**config.mk**
```make
export PLATFORM = sky130hd
export DESIGN_NAME = serial_rx_arbiter
export DESIGN_NICKNAME = d
export VERILOG_FILES = /design/src/rtl/serial_rx_arbiter_pkg.sv /design/src/rtl/serial_rx_arbiter_rr_picker.sv /design/src/rtl/serial_rx_arbiter.sv
export SDC_FILE = /design/constraint.sdc
export NUM_CORES = 1
export LEC_CHECK = 0
export ABC_AREA = 1
export CELL_PAD_IN_SITES_DETAIL_PLACEMENT = 0
export CELL_PAD_IN_SITES_GLOBAL_PLACEMENT = 2
export CORE_MARGIN = 2
export CORE_UTILIZATION = 25
export CTS_CLUSTER_SIZE = 16
export DETAILED_ROUTE_END_ITERATION = 12
export PLACE_DENSITY = 0.7
export SKIP_LAST_GASP = 1
export SLEW_MARGIN = 20
export SYNTH_ARGS = -nofsm -noshare
export SYNTH_HDL_FRONTEND = slang
export SYNTH_SLANG_ARGS = --single-unit
```
**constraint.sdc**
```tcl
create_clock -name clk -period 1.7 [get_ports clk]
set_input_delay 0.34 -clock clk [delete_from_list [all_inputs] [get_ports clk]]
set_output_delay 0.34 -clock clk [all_outputs]
set_load 0.005 [all_outputs]
```
**src/rtl/serial_rx_arbiter_pkg.sv**
```systemverilog
// Shared definitions for the serial receive arbiter: FSM state encodings and
// default sizing constants.
package arb_defs;

    typedef enum logic [1:0] {
        ST_IDLE    = 2'b00,
        ST_GRANT   = 2'b01,
        ST_BUSY    = 2'b10,
        ST_RELEASE = 2'b11
    } arb_state_t;

    localparam int ARB_N_DEFAULT       = 4;
    localparam int ARB_TIMEOUT_DEFAULT = 16;

endpackage : arb_defs

```
**src/rtl/serial_rx_arbiter_rr_picker.sv**
```systemverilog
// Combinational round-robin picker: first set request at or after the
// pointer, wrapping from N-1 back to 0.
module rr_picker
    import arb_defs::*;
#(
    parameter int N = ARB_N_DEFAULT
) (
    input  logic [N-1:0]         req,
    input  logic [$clog2(N)-1:0] ptr,
    output logic [N-1:0]         onehot,
    output logic [$clog2(N)-1:0] idx,
    output logic                 any
);

    localparam int IW = $clog2(N);

    logic [N-1:0]  onehot_s;
    logic [IW-1:0] idx_s;
    logic          found_s;
    logic [IW-1:0] cand_s;

    // Scan the requests starting at the pointer; the first hit wins.
    always_comb begin
        onehot_s = '0;
        idx_s    = '0;
        found_s  = 1'b0;
        cand_s   = '0;
        for (int i = 0; i < N; i++) begin
            cand_s = IW'((int'(ptr) + i) % N);
            if (!found_s && req[cand_s]) begin
                found_s          = 1'b1;
                onehot_s[cand_s] = 1'b1;
                idx_s            = cand_s;
            end else begin
                found_s = found_s;
            end
        end
    end

    assign onehot = onehot_s;
    assign idx    = idx_s;
    assign any    = found_s;

endmodule : rr_picker

```
**src/rtl/serial_rx_arbiter.sv**
```systemverilog
// Round-robin arbiter sharing one serial frame engine among N requesters.
// Define ARB_TIMEOUT_EN to add the start-bit timeout and timeoutErr pulse.
module serial_rx_arbiter
    import arb_defs::*;
#(
    parameter int N = ARB_N_DEFAULT
`ifdef ARB_TIMEOUT_EN
    ,
    parameter int TIMEOUT = ARB_TIMEOUT_DEFAULT
`endif
) (
    input  logic                 clk,
    input  logic                 rst,
    input  logic                 clkEn,
    input  logic [N-1:0]         req,
    input  logic [N-1:0]         serLines,
    input  logic                 engDone,
    output logic                 serIn,
    output logic [N-1:0]         gnt,
    output logic [$clog2(N)-1:0] grantId,
    output logic                 busy,
    output logic                 timeoutErr
);

    localparam int IW = $clog2(N);

    arb_state_t    state_r;
    arb_state_t    next_state_s;
    logic [N-1:0]  gnt_r;
    logic [IW-1:0] grant_id_r;
    logic [IW-1:0] rr_ptr_r;
    logic          busy_r;
    logic [N-1:0]  pick_onehot_s;
    logic [IW-1:0] pick_idx_s;
    logic          pick_any_s;
    logic          do_grant_s;
    logic          do_release_s;
    logic          to_hit_s;
    logic [IW-1:0] ptr_next_s;

    rr_picker #(.N(N)) u_picker (
        .req    (req),
        .ptr    (rr_ptr_r),
        .onehot (pick_onehot_s),
        .idx    (pick_idx_s),
        .any    (pick_any_s)
    );

    assign ptr_next_s = (grant_id_r == IW'(N - 1)) ? '0 : (grant_id_r + IW'(1));

`ifdef ARB_TIMEOUT_EN
    localparam int CW = $clog2(TIMEOUT + 1);

    logic [CW-1:0] tcnt_r;
    logic          timeout_err_r;

    // Count enabled cycles spent in GRANT waiting for the start bit.
    always_ff @(posedge clk or negedge rst) begin
        if (!rst) begin
            tcnt_r <= '0;
        end else if (clkEn) begin
            if (state_r == ST_GRANT && engDone) begin
                tcnt_r <= tcnt_r + CW'(1);
            end else begin
                tcnt_r <= '0;
            end
        end
    end

    assign to_hit_s = (tcnt_r == CW'(TIMEOUT - 1));

    // One-cycle error pulse when the grant is abandoned for lack of a start bit.
    always_ff @(posedge clk or negedge rst) begin
        if (!rst) begin
            timeout_err_r <= 1'b0;
        end else begin
            timeout_err_r <= clkEn && (state_r == ST_GRANT) && engDone
                             && req[grant_id_r] && to_hit_s;
        end
    end

    assign timeoutErr = timeout_err_r;
`else
    assign to_hit_s   = 1'b0;
    assign timeoutErr = 1'b0;
`endif

    // Next-state decode; a falling engDone in GRANT wins over a dropped req.
    always_comb begin
        next_state_s = state_r;
        do_grant_s   = 1'b0;
        do_release_s = 1'b0;
        case (state_r)
            ST_IDLE: begin
                if (engDone && pick_any_s) begin
                    next_state_s = ST_GRANT;
                    do_grant_s   = 1'b1;
                end else begin
                    next_state_s = ST_IDLE;
                end
            end
            ST_GRANT: begin
                if (!engDone) begin
                    next_state_s = ST_BUSY;
                end else if (!req[grant_id_r] || to_hit_s) begin
                    next_state_s = ST_RELEASE;
                    do_release_s = 1'b1;
                end else begin
                    next_state_s = ST_GRANT;
                end
            end
            ST_BUSY: begin
                if (engDone) begin
                    next_state_s = ST_RELEASE;
                    do_release_s = 1'b1;
                end else begin
                    next_state_s = ST_BUSY;
                end
            end
            ST_RELEASE: begin
                next_state_s = ST_IDLE;
            end
            default: begin
                next_state_s = ST_IDLE;
            end
        endcase
    end

    // FSM state register, advancing only on enabled edges.
    always_ff @(posedge clk or negedge rst) begin
        if (!rst) begin
            state_r <= ST_IDLE;
        end else if (clkEn) begin
            state_r <= next_state_s;
        end
    end

    // Grant, winner index and round-robin pointer.
    always_ff @(posedge clk or negedge rst) begin
        if (!rst) begin
            gnt_r      <= '0;
            grant_id_r <= '0;
            rr_ptr_r   <= '0;
        end else if (clkEn) begin
            if (do_grant_s) begin
                gnt_r      <= pick_onehot_s;
                grant_id_r <= pick_idx_s;
            end else if (do_release_s) begin
                gnt_r    <= '0;
                rr_ptr_r <= ptr_next_s;
            end
        end
    end

    // Busy flag tracks the registered state leaving IDLE.
    always_ff @(posedge clk or negedge rst) begin
        if (!rst) begin
            busy_r <= 1'b0;
        end else if (clkEn) begin
            busy_r <= (next_state_s != ST_IDLE);
        end
    end

    // Unregistered so the engine sees the requester's line bit-aligned.
    assign serIn   = (gnt_r != '0) ? serLines[grant_id_r] : 1'b1;
    assign gnt     = gnt_r;
    assign grantId = grant_id_r;
    assign busy    = busy_r;

endmodule : serial_rx_arbiter

```
==> run_1/flops_by_reg.png <==
Drawn at 4 px/um.
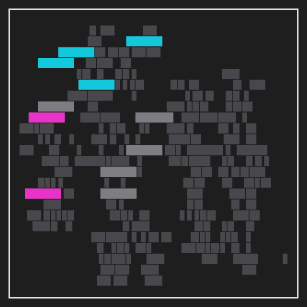
- gnt: cyan (sequential cells 4; where upper left)
- state_r: magenta (sequential cells 2)
- not colored: 5
sequential portion of the cell area: 15.7%
power attributed to sequential cells: 0.456 mW
area used by sequential logic in the layout: 277 sq um

==> run_1/congestion.png <==
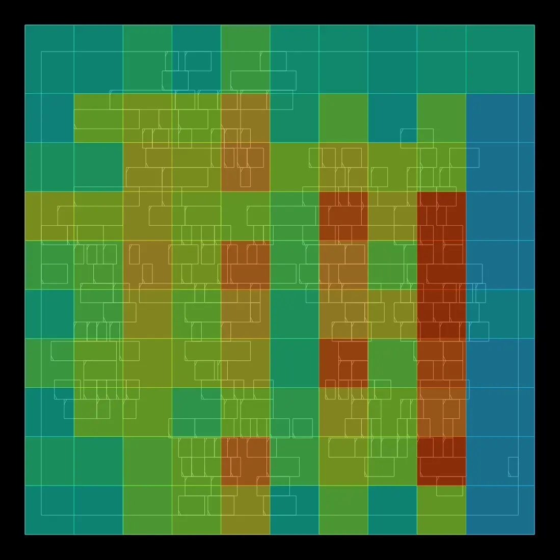
GR Layer Usage met3: 1.27%
routing usage on met2: 24.0%
most used routing layer in global routing: met2
utilization after layout: 40.2%

==> run_1/io_fan.png <==
Drawn at 4 px/um.
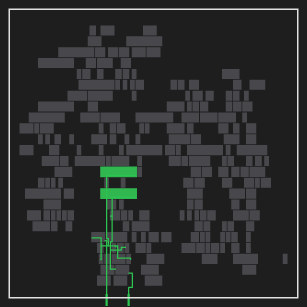
- grantId: green (bits 2; direction output; edge bottom; end cells 2; buffers 2; wire 97.0 um)
boundary pin count: 21
buffers added on ports: 19

==> run_1/io_placement.png <==
Drawn at 4 px/um. Pins as bars across the die edge, other pins in gray.
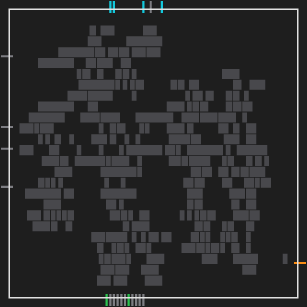
- grantId: green (pins 2; direction output; edge bottom)
- gnt: cyan (pins 4; direction output; edge top)
- timeoutErr: orange (pins 1; direction output; edge right)
- all pins by edge: 11 bottom, 5 top, 4 left, 1 right
vertical die size: 71.7 um
Die X-Extent: 71.7 um

==> impl_table.tex, run 1 <==
% Table of physical implementation metrics
\begin{tabular}{lr}
\hline
Metric & Value \\
\hline
\multicolumn{2}{l}{\textbf{Route}} \\
\quad Routed via count & between 1000 and 1500 \\
\quad Routed len/inst & around 12 um \\
\quad First DRT Iteration DRCs & about 70 \\
\quad DRC & 0 \\
\quad Antenna viol nets, final & 0 \\
\quad Average via count per standard cell & 4.66 \\
\quad Number of optimization iterations in the first detailed-route pass & 4 \\
\quad Wirelength, routed & around 3.2 mm \\
\multicolumn{2}{l}{\textbf{Synth}} \\
\quad Top post-synthesis cells by count & nand2\_1 (50), nand3\_1 (29), ha\_1 (12) \\
\quad Most common flop cell mapped by yosys & dfrtp\_1 \\
\quad Warnings from Yosys & 0 \\
\quad Async S/R FF share, synth & 100\% \\
\quad Post-synth tally of flip-flops with integrated enable & 0 \\
\quad Yosys stat cell total & about 160 \\
\quad Net count after synthesis & around 180 \\
\quad Top area cell types & dfrtp\_1 (24\%), nand2\_1 (16\%), ha\_1 (13\%), nand3\_1 (13\%), nand4\_1 (3.8\%) \\
\quad Sequential share of the synthesized area & 24.0\% \\
\quad Proportion of netlist area held by the largest area contributor & 24.0\% \\
\quad Library cells used by synthesis & 27 \\
\quad Chip Area, Yosys & 1150 sq um \\
\quad Post-synthesis cell type with the largest instance count & nand2\_1 \\
\quad Syn\_area\_per\_cell & approximately 7.2 sq um \\
\quad Cell type contributing the most total cell area after synthesis & dfrtp\_1 \\
\quad Instance count of the mapped netlist & approximately 160 \\
\quad Flops \& latches, synth & 11 \\
\quad Summed instance area of the synthesized netlist & about 1100 sq um \\
\multicolumn{2}{l}{\textbf{Place}} \\
\quad Post-DP HPWL & 2.46 mm \\
\quad Gpl congestion & 0.765 \\
\multicolumn{2}{l}{\textbf{Worst setup path}} \\
\quad Endpoint kind of the worst setup timing path & output pin \\
\quad Critical R2R Capture & grantId[1] \\
\quad Critical-path cell list & or4\_4 > o221ai\_2 > buf\_2 \\
\quad Kind of cell adding the most delay to the critical path & simple AND/OR/NAND/NOR gates \\
\quad Reg2reg start & rr\_ptr\_r[0] \\
\quad Setup CP Type & reg -> out \\
\quad Required time at the endpoint of the critical path & roughly 1.4 ns \\
\quad Cells on worst reg2reg path & 11 \\
\quad Crit path launch & gnt[1] \\
\quad Type of origin of the critical path & register \\
\quad Critical path data arrival time & around 1.4 ns \\
\quad Sum of buffers and inverters on the critical path & 1 \\
\quad Slack of the worst reg-to-reg path & about 0.08 ns \\
\quad Crit-path max FO & 2 \\
\quad Critical path's largest stage delay & about 0.55 ns \\
\quad Critical-path top delay cell & or4\_4 \\
\multicolumn{2}{l}{\textbf{Timing}} \\
\quad RSZ-0062 raised after global routing & true \\
\quad Total negative setup slack & -0.00871 ns \\
\quad Clock Skews & around 0.0037 ns \\
\quad Hold Worst Slack & approximately 0.46 ns \\
\quad Worst Tran Pin Value & between 0.5 and 0.6 ns \\
\quad Fin crit share & 101\% \\
\quad Final Slew Violations & 0 \\
\quad Slack of the critical path & -0.00871 ns \\
\quad Tmin final & approximately 1.7 ns \\
\quad Number of hold violations in the final report & 0 \\
\quad Number of failing setup endpoints in the final timing report & 1 \\
\quad Max-Slew Margin vs Limit & 64.6\% \\
\quad Achievable frequency & between 500 and 600 MHz \\
\multicolumn{2}{l}{\textbf{Worst hold path}} \\
\quad Kind of path behind the tightest hold check & in -> async \\
\multicolumn{2}{l}{\textbf{Finish}} \\
\quad Number of fillers in the final layout & $\sim$450 \\
\quad Synth-to-Final Area Change & 53.4\% \\
\quad Final net count & around 240 \\
\quad Multi-input combinational cell area & 878 sq um \\
\quad Number of diodes & 0 \\
\quad Fraction of final layout cells sized beyond drive strength 1 & 32.4\% \\
\multicolumn{2}{l}{\textbf{Global route}} \\
\quad Number of global-route vias before repair & between 1000 and 1500 \\
\quad Sum of overflow across all layers after global routing & 0 \\
\quad Overall fraction of global-route tracks in use & a little over an eighth \\
\quad Initial antenna violation count & 0 \\
\quad Pin count of the biggest net entering global routing & 13 \\
\quad First-pass GRT wire length & between 5 and 6 mm \\
\multicolumn{2}{l}{\textbf{CTS}} \\
\quad CTS H-Tree Depth & 1 \\
\quad Max Root-Sink Buffers & 2 \\
\quad TritonCTS clock tree & built \\
\quad Clk latency late pin & between 0.2 and 0.25 ns \\
\quad Number of buffers created by CTS & 3 \\
\quad Clk Tree Root Cell & clkbuf\_8 \\
\quad Number of clock sinks & 11 \\
\quad Clock Pin Slew Worst Setup and Hold Paths & 0.05 ns \\
\quad Hold-fix buffer count after cts & 0 \\
\multicolumn{2}{l}{\textbf{Status}} \\
\quad Outcome & complete, but fails checks \\
\quad Failing checks & setup timing \\
\multicolumn{2}{l}{\textbf{Power}} \\
\quad Worst vdd rail ir drop & 772 uV \\
\quad Pleak & roughly 0.89 nW \\
\quad Power density over the cells & roughly 1800 nW/um\^{}2 \\
\quad Total chip power & roughly 3.2 mW \\
\multicolumn{2}{l}{\textbf{Die}} \\
\quad Std-Cell Core Area & 4380 sq um \\
\quad Die area & just over 5000 sq um \\
\quad Share of the core filled by cells before placement & approximately a quarter \\
\quad Row count & 24 \\
\multicolumn{2}{l}{\textbf{Job}} \\
\quad Tool Warnings & 37 \\
\quad Number of max-capacitance violations reported & 0 \\
\hline
\end{tabular}
==> run 1: logic make-up after synthesis <==
family	count (synthesis)	share of synthesized area (%)
adders and majority gates	12	13.1
DFF	11	24.0
and+or+nand+nor	104	46.8
AOI/OAI and AO/OA	13	7.31
buffers and inverters	17	7.63
other	1	0.327
muxes	1	0.872
==> run 1: layout by cell type, fill, tap and decap left out <==
cell,instances
nand2_1,42
buf_4,28
nand3_1,27
clkdlybuf4s50_1,14
nand2_2,11
ha_1,11
dfrtp_1,10
inv_1,9
nand4_1,7
o21ai_0,5
nor2_1,4
nor2_4,4
dlymetal6s2s_1,4
inv_2,3
nand2_4,3
a21boi_0,3
clkbuf_8,3
nand3_2,2
nand3_4,2
nand4_4,2
buf_8,2
inv_6,1
or4_4,1
o221ai_2,1
inv_4,1
a21oi_1,1
a21o_1,1
a21boi_1,1
mux2i_1,1
a21boi_2,1
ha_4,1
conb_1,1
clkbuf_1,1
buf_2,1
dfrtp_2,1
==> run 1: per-layer routing <==
metal / vias to the layer above / GRT usage, % / part of all wire (%) / wire length, um
li1: 638 / - / - / -
met1: 569 / 17.2 / 44 / 1440
met2: 11 / 24.0 / 53 / 1720
met3: 2 / 1.27 / 2.0 / 66
met4: 0 / 1.89 / 0.37 / 12
met5: - / 0 / 0 / 0
==> run 1: worst max path at each step <==
stage | to | slack, ns | cells after the start
after floorplan | rr_ptr_r[1] | 0.07 | 11
final | serIn | -0.009 | 3
after global placement | serIn | -0.21 | 4
after CTS | serIn | -0.02 | 3
after detailed placement | gnt[0] | -0.26 | 10
after global routing | gnt[0] | -0.04 | 10
==> run 1: stage by stage <==
stage               setup slack [ns]  std cells  instance area [sq um]
floorplan                     0.0685        159                   1160
global placement              -0.208        246                   1530
detailed placement            -0.263        246                   1530
CTS                          -0.0178        251                   1590
global route                 -0.0394        262                   1760
finish                      -0.00871        262                   1760
==> run 1: worst register-to-register path: cells and delay by family (launching register included) <==
kind | cells | cell delay (ns)
adder cells (fa/ha/maj) | 1 | 0.30
buffers and inverters | 3 | 0.24
AND/OR/NAND/NOR | 7 | 0.60
flip-flops | 1 | 0.41
==> run 1: sequential cells by signal, summed over array words and instances (netlist names) <==
register and flops:
gnt 4, grantId 2, rr_ptr_r 2, state_r 2
busy 1
==> run 1: timing repair <==
action	in CTS	in global routing
buffers inserted	1	10
pin swaps	2	21
gates resized	7	27
setup endpoints to repair	2	9
cloned	0	1
==> run 1: report_power, final <==
part	switching, mW	total [mW]	internal [mW]
registers	0.0902	0.456	0.366
clock network	0.0921	0.256	0.164
logic	1.34	2.47	1.13
total	1.52	3.18	1.66
==> run 1: layout make-up <==
class / instances / area share [%]
clock buffer: 4 / 2.56
inverter: 14 / 3.41
multi-input combinational: 132 / 49.9
sequential: 11 / 15.7
tap: 52 / 3.70
timing repair buffer: 49 / 24.7
==> run_1/wires.png <==
Drawn at 4 px/um.
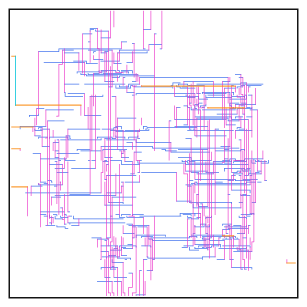

==> run 1 -> run 2 <==
==> constraint.sdc (replaced) <==
create_clock -name clk -period 1.7 [get_ports clk]
set_input_delay 0.34 -clock clk [delete_from_list [all_inputs] [get_ports clk]]
set_output_delay 0.34 -clock clk [all_outputs]
set_load 0.01 [all_outputs]
==> run_2/wires.png <==
Drawn at 4 px/um.
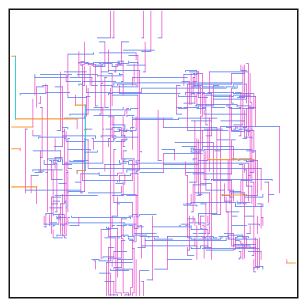
- metal 2: magenta (wire length 1740 um)
- metal 1: blue (wire length 1540 um)
- metal 3: orange (wire length 54.7 um)
- metal 4: cyan (wire length 32.0 um)
routed via count: 1214
overall fraction of global-route tracks in use: 13.1%

==> impl_table.tex, run 2 <==
% Table of physical implementation metrics
\begin{tabular}{lr}
\hline
Metric & Value \\
\hline
\multicolumn{2}{l}{\textbf{Route}} \\
\quad DRC & 0 (unchanged) \\
\quad Average via count per standard cell & 4.67 (+0.27\%) \\
\quad Antenna viol nets, final & 0 (unchanged) \\
\quad Wirelength, routed & 3.36 mm (+3.9\%) \\
\quad Number of optimization iterations in the first detailed-route pass & 4 (unchanged) \\
\quad First DRT Iteration DRCs & 60 (-12\%) \\
\quad Routed len/inst & 12.9 um (+4.7\%) \\
\multicolumn{2}{l}{\textbf{Die}} \\
\quad Die X-Extent & 71.7 um (unchanged) \\
\quad Die area & 5150 sq um (unchanged) \\
\quad Vertical die size & 71.7 um (unchanged) \\
\quad Share of the core filled by cells before placement & 26.2\% (unchanged) \\
\quad Boundary pin count & 21 (unchanged) \\
\quad Std-Cell Core Area & 4380 sq um (unchanged) \\
\quad Row count & 24 (unchanged) \\
\multicolumn{2}{l}{\textbf{Synth}} \\
\quad Flops \& latches, synth & 11 (unchanged) \\
\quad Top area cell types & dfrtp\_1 (24\%), nand2\_1 (16\%), ha\_1 (13\%), nand3\_1 (13\%), nand4\_1 (3.8\%) \\
\quad Warnings from Yosys & 0 (unchanged) \\
\quad Library cells used by synthesis & 27 (unchanged) \\
\quad Syn\_area\_per\_cell & 7.22 sq um (unchanged) \\
\quad Area fraction in full adders, half adders and majority gates & 13.1\% (unchanged) \\
\quad Fraction of the mapped netlist area in compound gates & 7.31\% (unchanged) \\
\quad Summed instance area of the synthesized netlist & 1150 sq um (unchanged) \\
\quad Top post-synthesis cells by count & nand2\_1 (50), nand3\_1 (29), ha\_1 (12) \\
\quad Instance count of the mapped netlist & 159 (unchanged) \\
\quad Net count after synthesis & 183 (unchanged) \\
\quad Post-synthesis cell type with the largest instance count & nand2\_1 \\
\quad Main logic family after synthesis & simple AND/OR/NAND/NOR gates \\
\quad Sequential share of the synthesized area & 24.0\% (unchanged) \\
\quad Chip Area, Yosys & 1150 sq um (unchanged) \\
\quad Cell type contributing the most total cell area after synthesis & dfrtp\_1 \\
\quad Proportion of netlist area held by the largest area contributor & 24.0\% (unchanged) \\
\multicolumn{2}{l}{\textbf{Worst setup path}} \\
\quad Endpoint kind of the worst setup timing path & output pin \\
\quad Cells on worst reg2reg path & 10 (-1) \\
\quad Reg2reg start & rr\_ptr\_r[0] \\
\quad Critical-path top delay cell & or4\_4 \\
\quad Critical-path cell list & or4\_4 > o221ai\_2 > buf\_2 \\
\quad Type of origin of the critical path & register \\
\quad Crit-path max FO & 2 (unchanged) \\
\quad Critical R2R Capture & gnt[2] \\
\quad Critical path's largest stage delay & 0.55 ns (about the same) \\
\quad Sum of buffers and inverters on the critical path & 1 (unchanged) \\
\quad Critical path data arrival time & 1.38 ns (about the same) \\
\quad Required time at the endpoint of the critical path & 1.36 ns (about the same) \\
\quad Slack of the worst reg-to-reg path & 0.03 ns (-0.05 ns) \\
\quad Number of stages on the worst setup path & 3 (unchanged) \\
\multicolumn{2}{l}{\textbf{CTS}} \\
\quad CTS H-Tree Depth & 1 (unchanged) \\
\quad Number of clock sinks & 11 (unchanged) \\
\quad Hold-fix buffer count after cts & 0 (unchanged) \\
\quad Number of buffers created by CTS & 3 (unchanged) \\
\quad Clk latency late pin & 0.24 ns (about the same) \\
\quad TritonCTS clock tree & built \\
\quad Clock Pin Slew Worst Setup and Hold Paths & 0.05 ns (about the same) \\
\multicolumn{2}{l}{\textbf{Finish}} \\
\quad Most frequent standard cell in the layout excluding fill and tap cells & nand2\_1 \\
\quad Final net count & 233 (-0.85\%) \\
\quad Utilization after layout & 39.6\% (-0.54 points) \\
\quad Synth-to-Final Area Change & 51.4\% \\
\quad Design Area, Final & 1740 sq um (-1.4\%) \\
\quad Fraction of final layout cells sized beyond drive strength 1 & 31.3\% (-1.1 points) \\
\quad Top cells excl fill/tap & nand2\_1 (43), nand3\_1 (25), buf\_4 (25), clkdlybuf4s50\_1 (14) \\
\quad Non-filler instance count after layout & 260 (-0.76\%) \\
\multicolumn{2}{l}{\textbf{Power}} \\
\quad Worst vdd rail ir drop & 666 uV (-14\%) \\
\quad Pleak & 0.894 nW (about the same) \\
\quad Cell-internal power & 1.63 mW (-1.4\%) \\
\quad Sequential Power Share & 14.1\% (-0.2 points) \\
\quad Power density over the cells & 1830 nW/um\^{}2 (+1.2\%) \\
\quad Clock network fraction of total power & 8.3\% (+0.2 points) \\
\quad Switching power & 1.54 mW (+1.2\%) \\
\quad Sw frac & 48.6\% (+0.65 points) \\
\quad Portion of total power attributed to combinational logic & 77.6\% (about the same) \\
\multicolumn{2}{l}{\textbf{Timing}} \\
\quad Number of failing setup endpoints in the final timing report & 1 (unchanged) \\
\quad Number of hold violations in the final report & 0 (unchanged) \\
\quad Max-Slew Margin vs Limit & 64.6\% (about the same) \\
\quad Hold Worst Slack & 0.454 ns (-0.00342 ns) \\
\quad Slack of the critical path & -0.0178 ns (-0.00905 ns) \\
\quad Total negative setup slack & -0.0178 ns (-0.00905 ns) \\
\quad RSZ-0062 raised after global routing & true \\
\quad Clock Skews & 0.000766 ns (-0.00297 ns) \\
\quad Tmin final & 1.72 ns (+0.00905 ns) \\
\quad Achievable frequency & 582 MHz (-0.53\%) \\
\quad Fin crit share & 101\% (+0.53 points) \\
\quad Final Slew Violations & 0 (unchanged) \\
\quad Worst Tran Pin Value & 0.530 ns (+0.000872 ns) \\
\multicolumn{2}{l}{\textbf{Global route}} \\
\quad Pin count of the biggest net entering global routing & 13 (unchanged) \\
\quad Number of global-route vias before repair & 1151 (-0.60\%) \\
\quad First-pass GRT wire length & 5.42 mm (-0.26\%) \\
\multicolumn{2}{l}{\textbf{Place}} \\
\quad Post-DP HPWL & 2.61 mm (+6.1\%) \\
\quad Total placed instance area & 1540 sq um (+0.49\%) \\
\quad Gpl congestion & 0.777 (+1.5\%) \\
\quad Inst Count DP & 247 (+0.41\%) \\
\quad Buffers added on ports & 19 (unchanged) \\
\multicolumn{2}{l}{\textbf{Job}} \\
\quad Number of max-capacitance violations reported & 0 (unchanged) \\
\multicolumn{2}{l}{\textbf{Status}} \\
\quad Outcome & complete, but fails checks \\
\quad Failing checks & setup timing \\
\hline
\end{tabular}
==> run 2: metal layers <==
metal	global-route usage [%]	wire (um)	up-vias
li1	-	-	627
met1	17.2	1540	568
met2	23.1	1740	14
met3	0.985	54	5
met4	3.56	31	0
met5	0	0	-
==> run 2: worst reg2reg max path: cells and delay by family, from the launching register on <==
kind | cells | cell delay, ns
simple gates | 7 | 0.75
flops | 1 | 0.42
fa+ha+maj | 1 | 0.31
buf+inv | 2 | 0.10
==> run 2: cells by family after synthesis <==
logic type | Yosys count
muxes | 1
DFF | 11
adders and majority gates | 12
and+or+nand+nor | 104
buffers and inverters | 17
AOI/OAI and AO/OA | 13
other | 1
==> run 2: how the worst max path moves through the flow <==
stage / start / end / slack (ns)
global route: rr_ptr_r[0] / grantId[1] / -0.06
CTS: gnt[1] / serIn / -0.04
finish: gnt[1] / serIn / -0.02
floorplan: rr_ptr_r[0] / rr_ptr_r[1] / 0.07
detailed placement: req[3] / gnt[2] / -0.27
global placement: serLines[1] / serIn / -0.24
==> run 2: power by group through the flow <==
stage	Combinational, mW	Sequential, mW	Clock [mW]
3_3_place_gp	1.98	0.450	0
6_report	2.46	0.448	0.263
4_1_cts	2.05	0.448	0.268
3_5_place_dp	2.04	0.450	0
2_1_floorplan	1.28	0.492	0
5_1_grt	2.72	0.462	0.289
==> run 2: layout make-up <==
| class | count | area (sq um) |
|---|---|---|
| fillers | 477 | 2650 |
| multi-input cells | 131 | 863 |
| repair buffers | 48 | 428 |
| flip-flops and latches | 11 | 275 |
| well taps | 52 | 65.1 |
| inverters | 14 | 60.1 |
| clock buffers | 4 | 45.0 |
==> run 2: timing repair <==
action,CTS,global route
buffers inserted,0,9
gates resized,6,28
pin swaps,0,11
setup endpoints to repair,2,8
==> run 2: per-stage QoR <==
step                total power [mW]  worst slack (ns)
finish                          3.17           -0.0178
global route                    3.47           -0.0601
CTS                             2.76           -0.0394
detailed placement              2.49            -0.271
global placement                2.43            -0.242
floorplan                       1.77            0.0685
==> run_2/io_placement.png <==
Drawn at 4 px/um. Pins as bars across the die edge, other pins in gray.
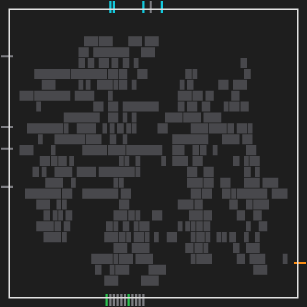

==> run 2 -> run 3 <==
--- a/config.mk
+++ b/config.mk
@@ -6,7 +6,7 @@
 export NUM_CORES = 1
 export LEC_CHECK = 0
 export ABC_AREA = 1
-export CELL_PAD_IN_SITES_DETAIL_PLACEMENT = 0
+export CELL_PAD_IN_SITES_DETAIL_PLACEMENT = 1
 export CELL_PAD_IN_SITES_GLOBAL_PLACEMENT = 2
 export CORE_MARGIN = 2
 export CORE_UTILIZATION = 25
==> run_3/io_placement.png <==
Drawn at 4 px/um. Pins as bars across the die edge, other pins in gray.
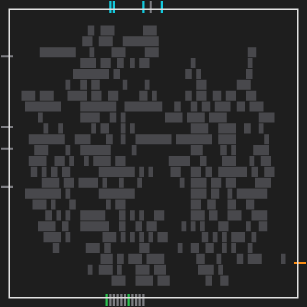
- grantId: green (pins 2; direction output; edge bottom)
- timeoutErr: orange (pins 1; direction output; edge right)
- gnt: cyan (pins 4; direction output; edge top)
- all pins by edge: 11 bottom, 5 top, 4 left, 1 right

==> impl_table.tex, run 3 <==
% Table of physical implementation metrics
\begin{tabular}{lr}
\hline
Metric & Value \\
\hline
\multicolumn{2}{l}{\textbf{Status}} \\
\quad Outcome & complete, but fails checks \\
\quad Failing checks & setup timing \\
\multicolumn{2}{l}{\textbf{CTS}} \\
\quad Clk latency late pin & 0.24 ns (about the same) \\
\quad TritonCTS clock tree & built \\
\quad Clock Pin Slew Worst Setup and Hold Paths & 0.05 ns (about the same) \\
\quad CTS H-Tree Depth & 1 (unchanged) \\
\quad Number of buffers created by CTS & 3 (unchanged) \\
\multicolumn{2}{l}{\textbf{Timing}} \\
\quad Fin crit share & 102\% (+1.4 points) \\
\quad Total negative setup slack & -0.0420 ns (-0.0243 ns) \\
\quad Number of hold violations in the final report & 0 (unchanged) \\
\quad RSZ-0062 raised after global routing & true \\
\quad Number of failing setup endpoints in the final timing report & 1 (unchanged) \\
\quad Tmin final & 1.74 ns (+0.0243 ns) \\
\quad Clock Skews & 0.00263 ns (+0.00186 ns) \\
\quad Achievable frequency & 574 MHz (-1.4\%) \\
\quad Slack of the critical path & -0.0420 ns (-0.0243 ns) \\
\multicolumn{2}{l}{\textbf{Die}} \\
\quad Share of the core filled by cells before placement & 26.2\% (unchanged) \\
\quad Boundary pin count & 21 (unchanged) \\
\quad Die area & 5150 sq um (unchanged) \\
\quad Row count & 24 (unchanged) \\
\quad Die X-Extent & 71.7 um (unchanged) \\
\multicolumn{2}{l}{\textbf{Power}} \\
\quad Worst vdd rail ir drop & 842 uV (+26\%) \\
\quad Total chip power & 3.20 mW (+0.74\%) \\
\multicolumn{2}{l}{\textbf{Synth}} \\
\quad Main logic family after synthesis & simple AND/OR/NAND/NOR gates \\
\quad Area fraction in full adders, half adders and majority gates & 13.1\% (unchanged) \\
\quad Chip Area, Yosys & 1150 sq um (unchanged) \\
\quad Cell type contributing the most total cell area after synthesis & dfrtp\_1 \\
\quad Syn\_area\_per\_cell & 7.22 sq um (unchanged) \\
\quad Sequential share of the synthesized area & 24.0\% (unchanged) \\
\quad Flops \& latches, synth & 11 (unchanged) \\
\quad Fraction of the mapped netlist area in compound gates & 7.31\% (unchanged) \\
\quad Post-synthesis cell type with the largest instance count & nand2\_1 \\
\quad Net count after synthesis & 183 (unchanged) \\
\quad Warnings from Yosys & 0 (unchanged) \\
\multicolumn{2}{l}{\textbf{Worst setup path}} \\
\quad Cells on worst reg2reg path & 10 (unchanged) \\
\quad Type of origin of the critical path & register \\
\quad Endpoint kind of the worst setup timing path & output pin \\
\quad Crit-path max FO & 2 (unchanged) \\
\quad Critical path data arrival time & 1.40 ns (+0.02 ns) \\
\quad Critical R2R Capture & gnt[1] \\
\quad Reg2reg start & rr\_ptr\_r[0] \\
\quad Slack of the worst reg-to-reg path & 0.05 ns (+0.02 ns) \\
\multicolumn{2}{l}{\textbf{Global route}} \\
\quad Number of global-route vias before repair & 1297 (+13\%) \\
\quad Pin count of the biggest net entering global routing & 12 (-1) \\
\quad First-pass GRT wire length & 6.09 mm (+12\%) \\
\quad Overall fraction of global-route tracks in use & 14.8\% (+1.6 points) \\
\multicolumn{2}{l}{\textbf{Finish}} \\
\quad Multi-input combinational cell area & 882 sq um (+2.2\%) \\
\quad Number of fillers in the final layout & 547 (+15\%) \\
\quad Area used by sequential logic in the layout & 277 sq um (+0.45\%) \\
\quad Most frequent standard cell in the layout excluding fill and tap cells & nand2\_1 \\
\quad Top cells excl fill/tap & nand2\_1 (43), nand3\_1 (23), buf\_4 (20), clkdlybuf4s50\_1 (14), ha\_1 (11) \\
\quad Non-filler instance count after layout & 256 (-1.5\%) \\
\quad Utilization after layout & 39.5\% (-0.086 points) \\
\quad Final net count & 229 (-1.7\%) \\
\multicolumn{2}{l}{\textbf{Route}} \\
\quad WL met2 & 1.98 mm (+14\%) \\
\quad DRC & 0 (unchanged) \\
\quad Routed met3 length & 59 um (+9.3\%) \\
\quad Antenna viol nets, final & 0 (unchanged) \\
\quad Highest metal layer with signal wires & met4 \\
\quad Routed len/inst & 14.3 um (+11\%) \\
\quad Routed via count & 1216 (+0.16\%) \\
\quad Wirelength, routed & 3.66 mm (+9.1\%) \\
\quad Number of optimization iterations in the first detailed-route pass & 4 (unchanged) \\
\quad Routed metal-1 wire length & 1.61 mm (+4.6\%) \\
\quad First DRT Iteration DRCs & 55 (-8.3\%) \\
\multicolumn{2}{l}{\textbf{Place}} \\
\quad Total placed instance area & 1540 sq um (unchanged) \\
\quad Inst Count DP & 247 (unchanged) \\
\quad Gpl congestion & 0.777 (unchanged) \\
\quad Post-DP HPWL & 2.83 mm (+8.7\%) \\
\multicolumn{2}{l}{\textbf{Job}} \\
\quad Number of max-capacitance violations reported & 0 (unchanged) \\
\hline
\end{tabular}
==> run 3: cell counts after synthesis <==
Identical to the previous run, type by type.
==> run 3: timing repair <==
item                                    4_1_cts  5_1_grt
endpoints found under the hold margin         0        0
endpoints found under the setup margin        4        9
pin swaps                                     3       15
buffers inserted                              2        2
gates cloned                                  1        0
resized                                      10       24
==> run 3: per-layer routing <==
metal,up-vias,track usage (%)
li1,620,-
met1,580,18.1
met2,12,27.2
met3,4,1.41
met4,0,4.19
met5,-,0
==> run 3: cells by family (layout without fill, tap and decap cells) <==
kind of cell	Yosys count	count (layout)
AND-OR/OR-AND	13	13
adder cells (fa/ha/maj)	12	12
buffers and inverters	17	61
flip-flops	11	11
multiplexers	1	1
other	1	1
AND/OR/NAND/NOR	104	105
==> run 3: where the power goes <==
group / internal [mW] / switching [mW] / leakage, nW
sequential: 0.366 / 0.0937 / 0.141
combinational: 1.07 / 1.40 / 0.710
clock: 0.165 / 0.103 / 0.0228
total: 1.61 / 1.59 / 0.874
==> run 3: worst max-delay path, stage by stage (launching register included) <==
cell,delay (ns)
dfrtp_1,0.38
or4_4,0.54
o221ai_1,0.08
buf_2,0.16
==> run 3: worst max-delay path by stage <==
stage	startpoint	endpoint	depth (start not counted)
2_1_floorplan	rr_ptr_r[0]	rr_ptr_r[1]	11
3_5_place_dp	serLines[1]	serIn	4
3_3_place_gp	serLines[1]	serIn	4
6_report	gnt[1]	serIn	3
4_1_cts	gnt[1]	serIn	3
5_1_grt	gnt[1]	serIn	3
==> run 3: cell type report <==
type / count / share of cell area [%]
Multi-Input combinational cell: 132 / 50.9
Timing Repair Buffer: 43 / 23.3
Sequential cell: 11 / 16.0
Tap cell: 52 / 3.75
Inverter: 14 / 3.47
Clock buffer: 4 / 2.60
Power is estimated from default activity; no workload was simulated.
